$ cat config.mk
export PLATFORM = sky130hd
export DESIGN_NAME = stream_demux
export DESIGN_NICKNAME = d
export VERILOG_FILES = /design/src/rtl/stream_demux_pkg.sv /design/src/rtl/stream_demux_skid.sv /design/src/rtl/stream_demux.sv
export SDC_FILE = /design/constraint.sdc
export NUM_CORES = 1
export LEC_CHECK = 0
export ABC_CLOCK_PERIOD_IN_PS = 1700
export CORE_MARGIN = 8
export CORE_UTILIZATION = 43
export CTS_CLUSTER_SIZE = 28
export DETAILED_ROUTE_END_ITERATION = 7
export HOLD_SLACK_MARGIN = 0.03
export PLACE_DENSITY = 0.77
export SKIP_CTS_REPAIR_TIMING = 1
export SYNTH_ARGS = -nofsm -noshare
export SYNTH_HDL_FRONTEND = slang
export SYNTH_SLANG_ARGS = --single-unit
$ cat constraint.sdc
create_clock -name clk -period 1.7 [get_ports clk]
set_clock_uncertainty 0.1 [all_clocks]
set_input_delay 0.17 -clock clk [delete_from_list [all_inputs] [get_ports clk]]
set_output_delay 0.17 -clock clk [all_outputs]
set_load 0.01 [all_outputs]
$ cat src/rtl/stream_demux_pkg.sv
// Shared types for the stream demultiplexer.
// Occupancy encoding, beat layout and select sizing.
package stream_demux_pkg;

  typedef enum logic [1:0] {
    OCC_EMPTY,
    OCC_ONE,
    OCC_TWO
  } occ_t;

  localparam int BEAT_DATA_W = 8;
  localparam int BEAT_SEL_W  = 1;

  typedef struct packed {
    logic [BEAT_DATA_W-1:0] data;
    logic [BEAT_SEL_W-1:0]  sel;
  } beat_t;

  function automatic int sel_w(input int n);
    return (n > 2) ? $clog2(n) : 1;
  endfunction

endpackage

$ cat src/rtl/stream_demux_skid.sv
// Two-entry skid buffer, valid/ready on both sides.
// Registered in_ready keeps the input free of output paths.
module stream_demux_skid
  import stream_demux_pkg::*;
#(
  parameter int W = 8
) (
  input  logic         clk,
  input  logic         rst_n,
  input  logic         in_valid,
  output logic         in_ready,
  input  logic [W-1:0] in_data,
  output logic         out_valid,
  input  logic         out_ready,
  output logic [W-1:0] out_data
);

  occ_t state;
  occ_t state_nxt;

  logic [W-1:0] head;
  logic [W-1:0] skid;
  logic in_fire;
  logic out_fire;
  logic load_h_in;
  logic load_h_k;
  logic load_k;

  assign out_valid = (state != OCC_EMPTY);
  assign out_data  = head;
  assign in_fire   = in_valid && in_ready;
  assign out_fire  = out_valid && out_ready;

  // Occupancy next state and register load enables
  always_comb begin
    state_nxt = state;
    load_h_in = 1'b0;
    load_h_k  = 1'b0;
    load_k    = 1'b0;
    unique case (state)
      OCC_EMPTY: begin
        if (in_fire) begin
          state_nxt = OCC_ONE;
          load_h_in = 1'b1;
        end
      end
      OCC_ONE: begin
        if (in_fire && out_fire) begin
          load_h_in = 1'b1;
        end else if (in_fire) begin
          state_nxt = OCC_TWO;
          load_k    = 1'b1;
        end else if (out_fire) begin
          state_nxt = OCC_EMPTY;
        end
      end
      OCC_TWO: begin
        if (out_fire) begin
          state_nxt = OCC_ONE;
          load_h_k  = 1'b1;
        end
      end
      default: state_nxt = OCC_EMPTY;
    endcase
  end

  // Occupancy state and registered ready
  always_ff @(posedge clk or negedge rst_n) begin
    if (!rst_n) begin
      state    <= OCC_EMPTY;
      in_ready <= 1'b0;
    end else begin
      state    <= state_nxt;
      in_ready <= (state_nxt != OCC_TWO);
    end
  end

  // Head and skid payload registers
  always_ff @(posedge clk or negedge rst_n) begin
    if (!rst_n) begin
      head <= '0;
      skid <= '0;
    end else begin
      if (load_h_in) head <= in_data;
      else if (load_h_k) head <= skid;
      if (load_k) skid <= in_data;
    end
  end

  a_no_in_when_full: assert property (
    @(posedge clk) disable iff (!rst_n)
    (state == OCC_TWO) |-> !in_fire
  );

endmodule

$ cat src/rtl/stream_demux.sv
// Registered 1-to-NUM_OUT stream demultiplexer.
// Steers beats by select; drops illegal selects.
module stream_demux
  import stream_demux_pkg::*;
#(
  parameter int NUM_OUT = 2,
  parameter int DATA_W  = 8,
  parameter int SEL_W   = sel_w(NUM_OUT),
  parameter int CNT_W   = 16
) (
  input  logic                     clk,
  input  logic                     rst_n,
  input  logic                     s_valid,
  output logic                     s_ready,
  input  logic [DATA_W-1:0]        s_data,
  input  logic [SEL_W-1:0]         s_sel,
  output logic [NUM_OUT-1:0]       m_valid,
  input  logic [NUM_OUT-1:0]       m_ready,
  output logic [DATA_W-1:0]        m_data,
  output logic                     drop_pulse,
  output logic [NUM_OUT*CNT_W-1:0] xfer_cnt,
  output logic [CNT_W-1:0]         drop_cnt
);

  localparam int PW = DATA_W + SEL_W;
  localparam logic [SEL_W:0] LIMIT = (SEL_W + 1)'(NUM_OUT);

  logic             illegal;
  logic             drop_fire;
  logic             head_valid;
  logic             head_ready;
  logic [PW-1:0]    head;
  logic [SEL_W-1:0] head_sel;
  logic [CNT_W-1:0] cnt [NUM_OUT];

  assign illegal   = ({1'b0, s_sel} >= LIMIT);
  assign drop_fire = s_valid && s_ready && illegal;

  stream_demux_skid #(
    .W (PW)
  ) u_skid (
    .clk       (clk),
    .rst_n     (rst_n),
    .in_valid  (s_valid && !illegal),
    .in_ready  (s_ready),
    .in_data   ({s_data, s_sel}),
    .out_valid (head_valid),
    .out_ready (head_ready),
    .out_data  (head)
  );

  assign m_data     = head[PW-1:SEL_W];
  assign head_sel   = head[SEL_W-1:0];
  assign head_ready = |(m_valid & m_ready);

  // Decode head select into one-hot port valid
  always_comb begin
    m_valid = '0;
    for (int i = 0; i < NUM_OUT; i++) begin
      m_valid[i] = head_valid && (head_sel == SEL_W'(i));
    end
  end

  // Per-port completed-transfer counters
  always_ff @(posedge clk or negedge rst_n) begin
    if (!rst_n) begin
      for (int i = 0; i < NUM_OUT; i++) cnt[i] <= '0;
    end else begin
      for (int i = 0; i < NUM_OUT; i++) begin
        if (m_valid[i] && m_ready[i]) cnt[i] <= cnt[i] + CNT_W'(1);
      end
    end
  end

  // Pack counters onto the flat output bus
  always_comb begin
    xfer_cnt = '0;
    for (int i = 0; i < NUM_OUT; i++) begin
      xfer_cnt[i*CNT_W +: CNT_W] = cnt[i];
    end
  end

  // Drop pulse and drop counter
  always_ff @(posedge clk or negedge rst_n) begin
    if (!rst_n) begin
      drop_pulse <= 1'b0;
      drop_cnt   <= '0;
    end else begin
      drop_pulse <= drop_fire;
      if (drop_fire) drop_cnt <= drop_cnt + CNT_W'(1);
    end
  end

  a_onehot: assert property (
    @(posedge clk) disable iff (!rst_n)
    $onehot0(m_valid)
  );

  a_hold: assert property (
    @(posedge clk) disable iff (!rst_n)
    (|(m_valid & ~m_ready)) |=> $stable(m_data)
  );

endmodule

Fig. 1: run 1, routed metal, one colour a layer
Only two layers are drawn.
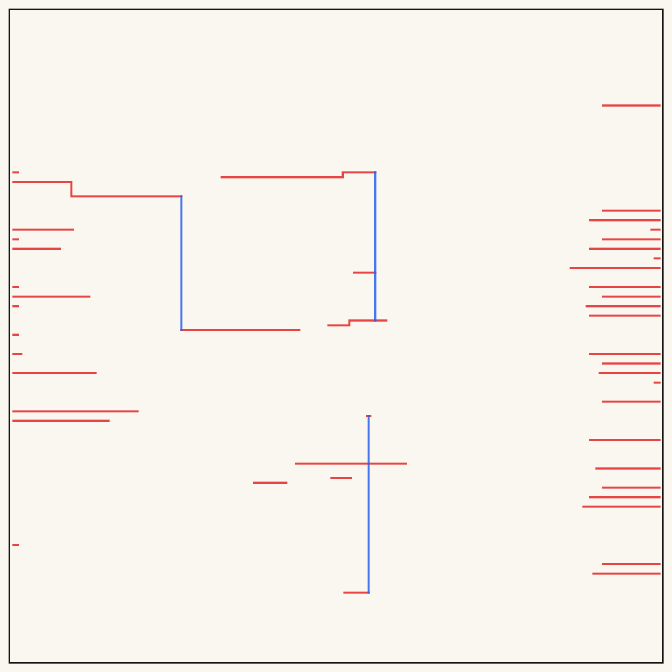
layer	colour	wire length
met3	red	375 µm
met4	blue	65.3 µm

Fig. 2: run 1, congestion heat map
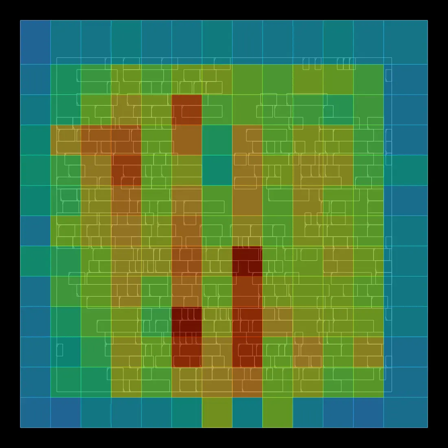
global routing usage on met1: 14.1%
GR peak layer: met2
per-cell routed wire length: 14.8 µm
Final Core Density: 58.1%

Fig. 3: run 1, metal 3
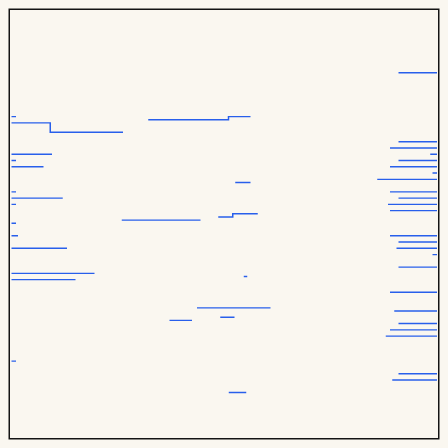
longest straight run	17.7 µm
share of all routed wire	7.0%
main direction	horizontal
nets with wire on the layer	43
wire length on this layer	375 µm

==> notes.md, run 1 <==
The flow ran to the end, and the final reports show no timing, DRC or antenna violations. The H-tree was split into 2 levels. After synthesis, the mean cell area works out to 11.9 µm². The area fraction of the largest cell type after synthesis is 52.3%.

The run gives 52.3% for the fraction of the yosys area taken by sequential cells. The area of the core is 5820 µm², and the DRC violation total after the first TritonRoute iteration is 70. TritonCTS built the clock tree. The required time at the worst endpoint is listed as 1.80 ns. The worst register-to-register path has a depth of 6. The number of antenna violations at the first check in global routing is 0, and the final total negative setup slack is 0 ns. The layout has 6 clock buffers. With the share of final layout cell area taken by clock buffers and inverters at 2.59%, the number of flops mapped to enable cells by yosys is 0. The run gives 28 as the site row count. The synthesized netlist occupies a cell area of 2540 µm². The tap cell instance count is 75, and the number of vias per cell is 4.83. The number of distinct library cell variants in the gate-level netlist after synthesis was 36.

For the area taken by multi-input logic gates, the log shows 1100 µm². For the flip-flop and latch area, the log shows 1330 µm². The tools report the origin of the critical flop-to-flop path as u_skid.out_data[0]. The portion of the clock cycle consumed by the worst path in the final layout is 98.6%, and the total count of hold-check failures in the final report is 0. Leading register cell type out of synthesis: dfrtp_1. The logs give 0 for the residual DRC count and 0 for the count of pins over their slew limit. Derived from the worst setup path, the maximum achievable clock frequency is 596 MHz. With the number of global-route vias before repair at 1,848, the chip area in the Yosys report is 2540 µm².

The inverter count of the layout excluding clock inverters came out at 1. Setup repair after global routing could not meet its margin everywhere. The tools report the category of the worst setup path launch point as a flop.

The count of buffers not belonging to the clock network in the layout was 80; the final antenna diode count was 0. The capture point of the worst register-to-register path is recorded as u_skid.out_data[4]. The design has 53 sequential cells. Entering global routing, the biggest net connects 36 pins.

For the global router's overall resource usage, the log shows 12.5%. For this design the top-level I/O count stands at 74. In the synthesized netlist the async set-or-reset flop fraction comes to 100%.
run 1: kinds of logic after synthesis:
group,count (synthesis),synth area share (%)
DFF,53,52.3
other,1,0.148
muxes,12,5.72
and+or+nand+nor,63,13.8
AOI/OAI and AO/OA,23,8.04
xor gates and xnor gates,30,10.4
buffers and inverters,30,8.68
adders and majority gates,2,0.986
run 1: power breakdown:
group | leakage, nW | internal (W) | switching [W]
registers | 0.680 | 0.00161 | 0.000265
logic | 0.846 | 0.00105 | 0.000847
clock network | 0.0374 | 0.000291 | 0.000408
run 1: how the worst max path moves through the flow:
stage	startpoint	endpoint	slack, ns	cells past startpoint
floorplan	u_skid.out_data[0]	u_skid.skid[0]	0.09	5
global placement	m_ready[1]	xfer_cnt[31]	-0.10	6
detailed placement	m_ready[1]	xfer_cnt[26]	-0.18	7
CTS	u_skid.state[0]	m_valid[0]	-0.36	3
global route	u_skid.out_data[0]	u_skid.skid[1]	-0.03	5
finish	u_skid.out_data[0]	u_skid.out_data[4]	0.02	6
run 1: layer usage:
layer  track usage, %  vias to the layer above  share of wire [%]
li1                 -                      849                  -
met1             14.1                      856                 40
met2             21.5                       51                 52
met3             4.45                        7                7.0
met4             3.62                        0                1.2
met5                0                        -                  0
run 1: stage by stage:
stage,hold slack [ns],setup slack [ns],area [µm²],std cells
2_1_floorplan,-0.226,0.0947,2600,230
3_3_place_gp,0.0417,-0.103,3190,351
3_5_place_dp,0.0452,-0.184,3190,351
4_1_cts,-0.295,-0.359,3270,359
5_1_grt,0.294,-0.0262,3380,365
6_report,0.255,0.0235,3380,365
run 1: flip-flops by register name (all words and copies together), names as in the netlist:
signal / cells
u_skid.in_ready: 1
u_skid.skid: 9
u_skid.state: 2
xfer_cnt: 32
u_skid.out_data: 9
Fig. 4: run 1, sequential cells grouped by signal name
Other sequential cells in the stronger grey, the rest of the logic in the fainter grey.
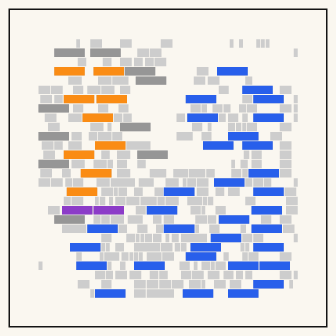

==> inputs of run 2 (changes only) <==
--- a/config.mk
+++ b/config.mk
@@ -11,7 +11,8 @@
 export CTS_CLUSTER_SIZE = 28
 export DETAILED_ROUTE_END_ITERATION = 7
 export HOLD_SLACK_MARGIN = 0.03
-export PLACE_DENSITY = 0.77
+export PLACE_DENSITY = 0.73
+export SETUP_SLACK_MARGIN = 0.1
 export SKIP_CTS_REPAIR_TIMING = 1
 export SYNTH_ARGS = -nofsm -noshare
 export SYNTH_HDL_FRONTEND = slang
Fig. 5: run 2, sequential cells grouped by signal name
Other sequential cells in the stronger grey, the rest of the logic in the fainter grey.
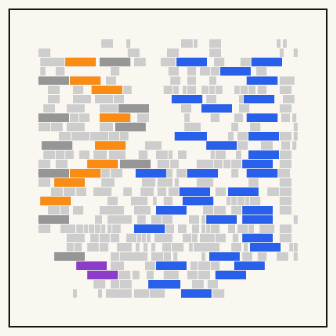
name in the netlist	colour	flops
xfer_cnt	blue	32
u_skid.skid	orange	9
u_skid.state	purple	2

Fig. 6: run 2, metal 3
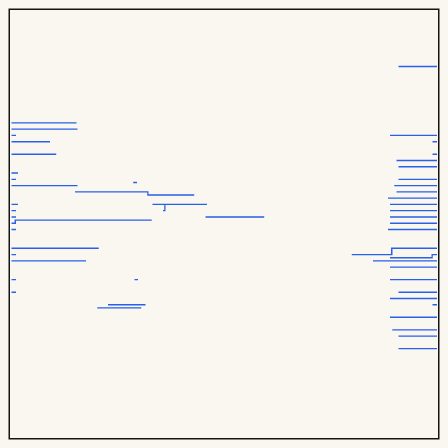
main direction	horizontal
longest straight run	29.4 µm

==> notes.md, run 2 <==
The final instance area is 3520 µm² (was 3380 µm²), and the number of flops mapped to enable cells by yosys is 0 (unchanged). The run gives 2.23 mm (was 2.16 mm) for the met1 wire length. Clock power share: 15.5% (was 15.6%). The clock group power was 0.000733 W (was 0.000699 W); the fraction of the yosys area taken by sequential cells was 52.3% (unchanged). Chip area in the Yosys report: 2540 µm² (unchanged).

Busiest layer in global routing: met2 (unchanged). The share of synthesized registers carrying an async set or reset is 100% (unchanged). With the maximum number of pins on one net before global-route repair at 54 (was 36), the mean routed wirelength per cell is 14.6 µm (was 14.8 µm). The smallest setup slack after layout is 0.0353 ns (was 0.0235 ns), and the deepest level of the CTS H-tree is 2 (unchanged). The run gives 21.0% (was 21.5%) as the met2 routing resource usage after global routing.

The mean post-synth cell area works out to 11.9 µm² (unchanged). The flow ran to the end, and the final reports show no timing, DRC or antenna violations. The global-route met3 utilization came out at 4.69% (was 4.45%). Fmax: 601 MHz (was 596 MHz).

Met2 wirelength from detailed routing: 2.78 mm (about the same). The logs give 0 (unchanged) for the final antenna diode count and 33 (was 70) for the DRC violation total after the first TritonRoute iteration.
## run 2: cell counts after synthesis
No cell type changed its count.
## run 2: stage by stage
stage	util, %	TNS, ns	total power [W]
floorplan	-	0	0.00296
detailed placement	54.7	-3.50	0.00372
CTS	56.3	-0.396	0.00447
global route	60.6	-0.284	0.00504
global placement	54.7	-2.74	0.00367
finish	60.6	0	0.00474
## run 2: worst max-delay path by stage
| stage | start | end | slack (ns) | cells after the start |
|---|---|---|---|---|
| global route | u_skid.out_data[0] | u_skid.out_data[7] | -0.04 | 6 |
| floorplan | u_skid.out_data[0] | u_skid.skid[0] | 0.11 | 5 |
| global placement | m_ready[1] | u_skid.skid[8] | -0.14 | 5 |
| detailed placement | m_ready[1] | u_skid.skid[2] | -0.18 | 5 |
| finish | u_skid.out_data[0] | u_skid.out_data[7] | 0.04 | 6 |
| CTS | u_skid.out_data[0] | m_valid[0] | -0.21 | 3 |
## run 2: cell families (layout without fill, tap and decap cells)
logic type / count (synthesis) / count (layout) / share of synthesized area [%]
and+or+nand+nor: 63 / 64 / 13.8
DFF: 53 / 53 / 52.3
xor gates and xnor gates: 30 / 30 / 10.4
buffers and inverters: 30 / 99 / 8.68
AOI/OAI and AO/OA: 23 / 23 / 8.04
muxes: 12 / 12 / 5.72
adders and majority gates: 2 / 2 / 0.986
other: 1 / 17 / 0.148
## run 2: area by class of cell
| cell class | count | area, µm² |
|---|---|---|
| tap | 75 | 93.8 |
| clock inverter | 2 | 13.8 |
| sequential | 53 | 1330 |
| inverter | 1 | 3.75 |
| timing repair buffer | 90 | 853 |
| fill | 499 | 2290 |
| clock buffer | 6 | 82.6 |
| multi-input combinational | 148 | 1150 |
## run 2: tightest hold or removal path, delay by kind of cell
| kind | cells | cell delay, ns |
|---|---|---|
| buffers and inverters | 3 | 0.90 |
Fig. 7: run 2, congestion heat map
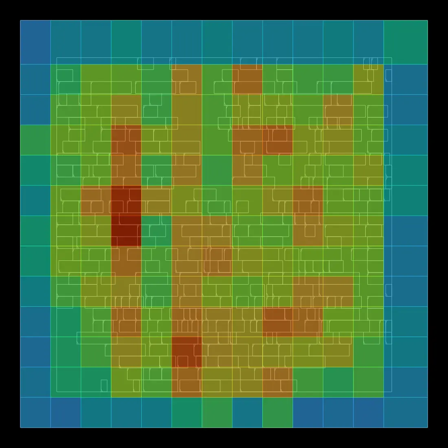

==> inputs of run 3 (changes only) <==
--- a/config.mk
+++ b/config.mk
@@ -6,7 +6,6 @@
 export NUM_CORES = 1
 export LEC_CHECK = 0
 export ABC_CLOCK_PERIOD_IN_PS = 1700
-export CORE_MARGIN = 8
 export CORE_UTILIZATION = 43
 export CTS_CLUSTER_SIZE = 28
 export DETAILED_ROUTE_END_ITERATION = 7
Fig. 8: run 3, congestion heat map
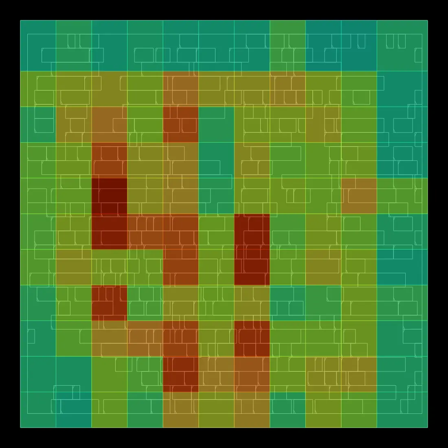
global routing usage on met1: 21.4%
gr usage total: 16.4%
per-cell routed wire length: 13.9 µm

==> notes.md, run 3 <==
For the global-route met3 utilization, the log shows 3.10% (was 4.69%). Busiest layer in global routing: met2 (unchanged). With the fraction of post-synthesis cell area in the top cell type by area at 52.3% (unchanged), the power in combinational cells is 0.00221 W (was 0.00211 W). The logs give 374 (was 375) for the post-layout instance count excluding filler cells and 1160 µm² (was 1150 µm²) for the area taken by multi-input logic gates. Number of global-route vias before repair: 1,740 (was 1,854).

Leading register cell type out of synthesis: dfrtp_1 (unchanged). The multi-input combinational gate total came out at 148 (unchanged). The count of clock-net buffers in the final layout is 7 (was 6), and the flip-flop count of the largest register after layout is 32 (unchanged). The final total negative setup slack was 0 ns (unchanged); the clock group power was 0.000884 W (was 0.000733 W). The run gives 72 (was 75) as the tap cell instance count. The tools report the number of distinct library cell variants in the gate-level netlist after synthesis as 36 (unchanged). The worst setup slack before clock tree synthesis is -0.204 ns (was -0.181 ns).

The clock power share is 17.7% (was 15.5%), and the final antenna diode count is 0 (unchanged). The flow ran to the end, and the final reports show no timing, DRC or antenna violations. The met2 routing resource usage after global routing is 27.5% (was 21.0%), and the number of flops mapped to enable cells by yosys is 0 (unchanged). The run gives 52.3% (unchanged) as the fraction of the yosys area taken by sequential cells. The mean post-synth cell area came out at 11.9 µm² (unchanged).

The cell area after synthesis was 2540 µm² (unchanged); the required time of the critical path was 1.78 ns (was 1.85 ns). Setup repair after global routing could not meet its margin everywhere. The portion of the clock cycle consumed by the worst path in the final layout is 99.6% (was 97.9%).

The chip area in the Yosys report came out at 2540 µm² (unchanged). The DRC violation total after the first TritonRoute iteration came out at 96 (was 33). Cell count after placement: 348 (was 350). The heaviest power group is combinational cells (unchanged). The number of antenna violations at the first check in global routing is 0 (unchanged). The count of buffers not belonging to the clock network in the layout was 92 (was 90). For the total count of hold-check failures in the final report, the log shows 0 (unchanged). Buffer share of cell area: 24.6% (was 24.2%). The run gives 74 (unchanged) for the boundary pin count.
Fig. 9: run 3, ports around the boundary
Pins as bars across the die edge, other pins in grey.
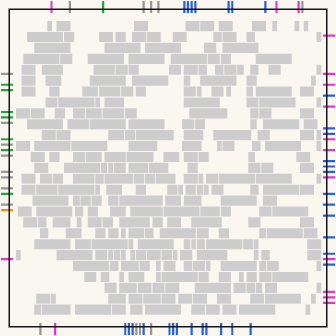
port	colour	pins	direction	edge
xfer_cnt	blue	32	output	13 bottom, 12 right, 7 top
s_ready	orange	1	output	left
drop_cnt	magenta	16	output	11 right, 3 top, 1 left, 1 bottom
s_data	green	8	input	7 left, 1 top
all pins by edge	23 right, 18 bottom, 17 left, 16 top

==> run 3: kinds of logic after synthesis <==
logic type / after synthesis / synth area share, %
DFF: 53 / 52.3
xor gates and xnor gates: 30 / 10.4
other: 1 / 0.148
AOI/OAI and AO/OA: 23 / 8.04
muxes: 12 / 5.72
adders and majority gates: 2 / 0.986
and+or+nand+nor: 63 / 13.8
buffers and inverters: 30 / 8.68
==> run 3: final timing paths <==
| path | end | cells after the start | slack [ns] | startpoint |
|---|---|---|---|---|
| worst max-delay path | u_skid.skid[7] | 4 | 0.006 | u_skid.out_data[0] |
| worst min-delay path | xfer_cnt[19] | 3 | 0.27 | rst_n |
| worst max register to register | u_skid.skid[7] | 4 | 0.006 | u_skid.out_data[0] |
| worst min register to register | u_skid.out_data[4] | 1 | 0.38 | u_skid.out_data[4] |
| max in group asynchronous | u_skid.out_data[0] | 3 | 0.95 | rst_n |
| min in group clk | u_skid.out_data[4] | 1 | 0.38 | u_skid.out_data[4] |
==> run 3: metrics by stage <==
| step | utilization [%] | power [W] | area [µm²] | hold WS, ns |
|---|---|---|---|---|
| final | 63.8 | 0.00500 | 3580 | 0.268 |
| after global routing | 63.8 | 0.00528 | 3580 | 0.316 |
| after CTS | 58.9 | 0.00458 | 3300 | -0.244 |
| after detailed placement | 56.8 | 0.00369 | 3180 | 0.0877 |
| after global placement | 56.8 | 0.00363 | 3180 | 0.0848 |
| after floorplan | - | 0.00296 | 2600 | -0.226 |
==> run 3: metal layers <==
metal  wire length, µm  share of wire (%)  up-vias
met5                 0                  0        -
met4                39               0.75        0
met3               184                3.5        4
met2              2510                 48       55
met1              2450                 47      905
li1                  -                  -      869
==> run 3: tightest hold or removal path, stage by stage <==
cell	delay, ns
dlygate4sd3_1	0.52
buf_2	0.12
buf_12	0.26
Power figures rest on the tool's default switching activity, not on a simulated workload.
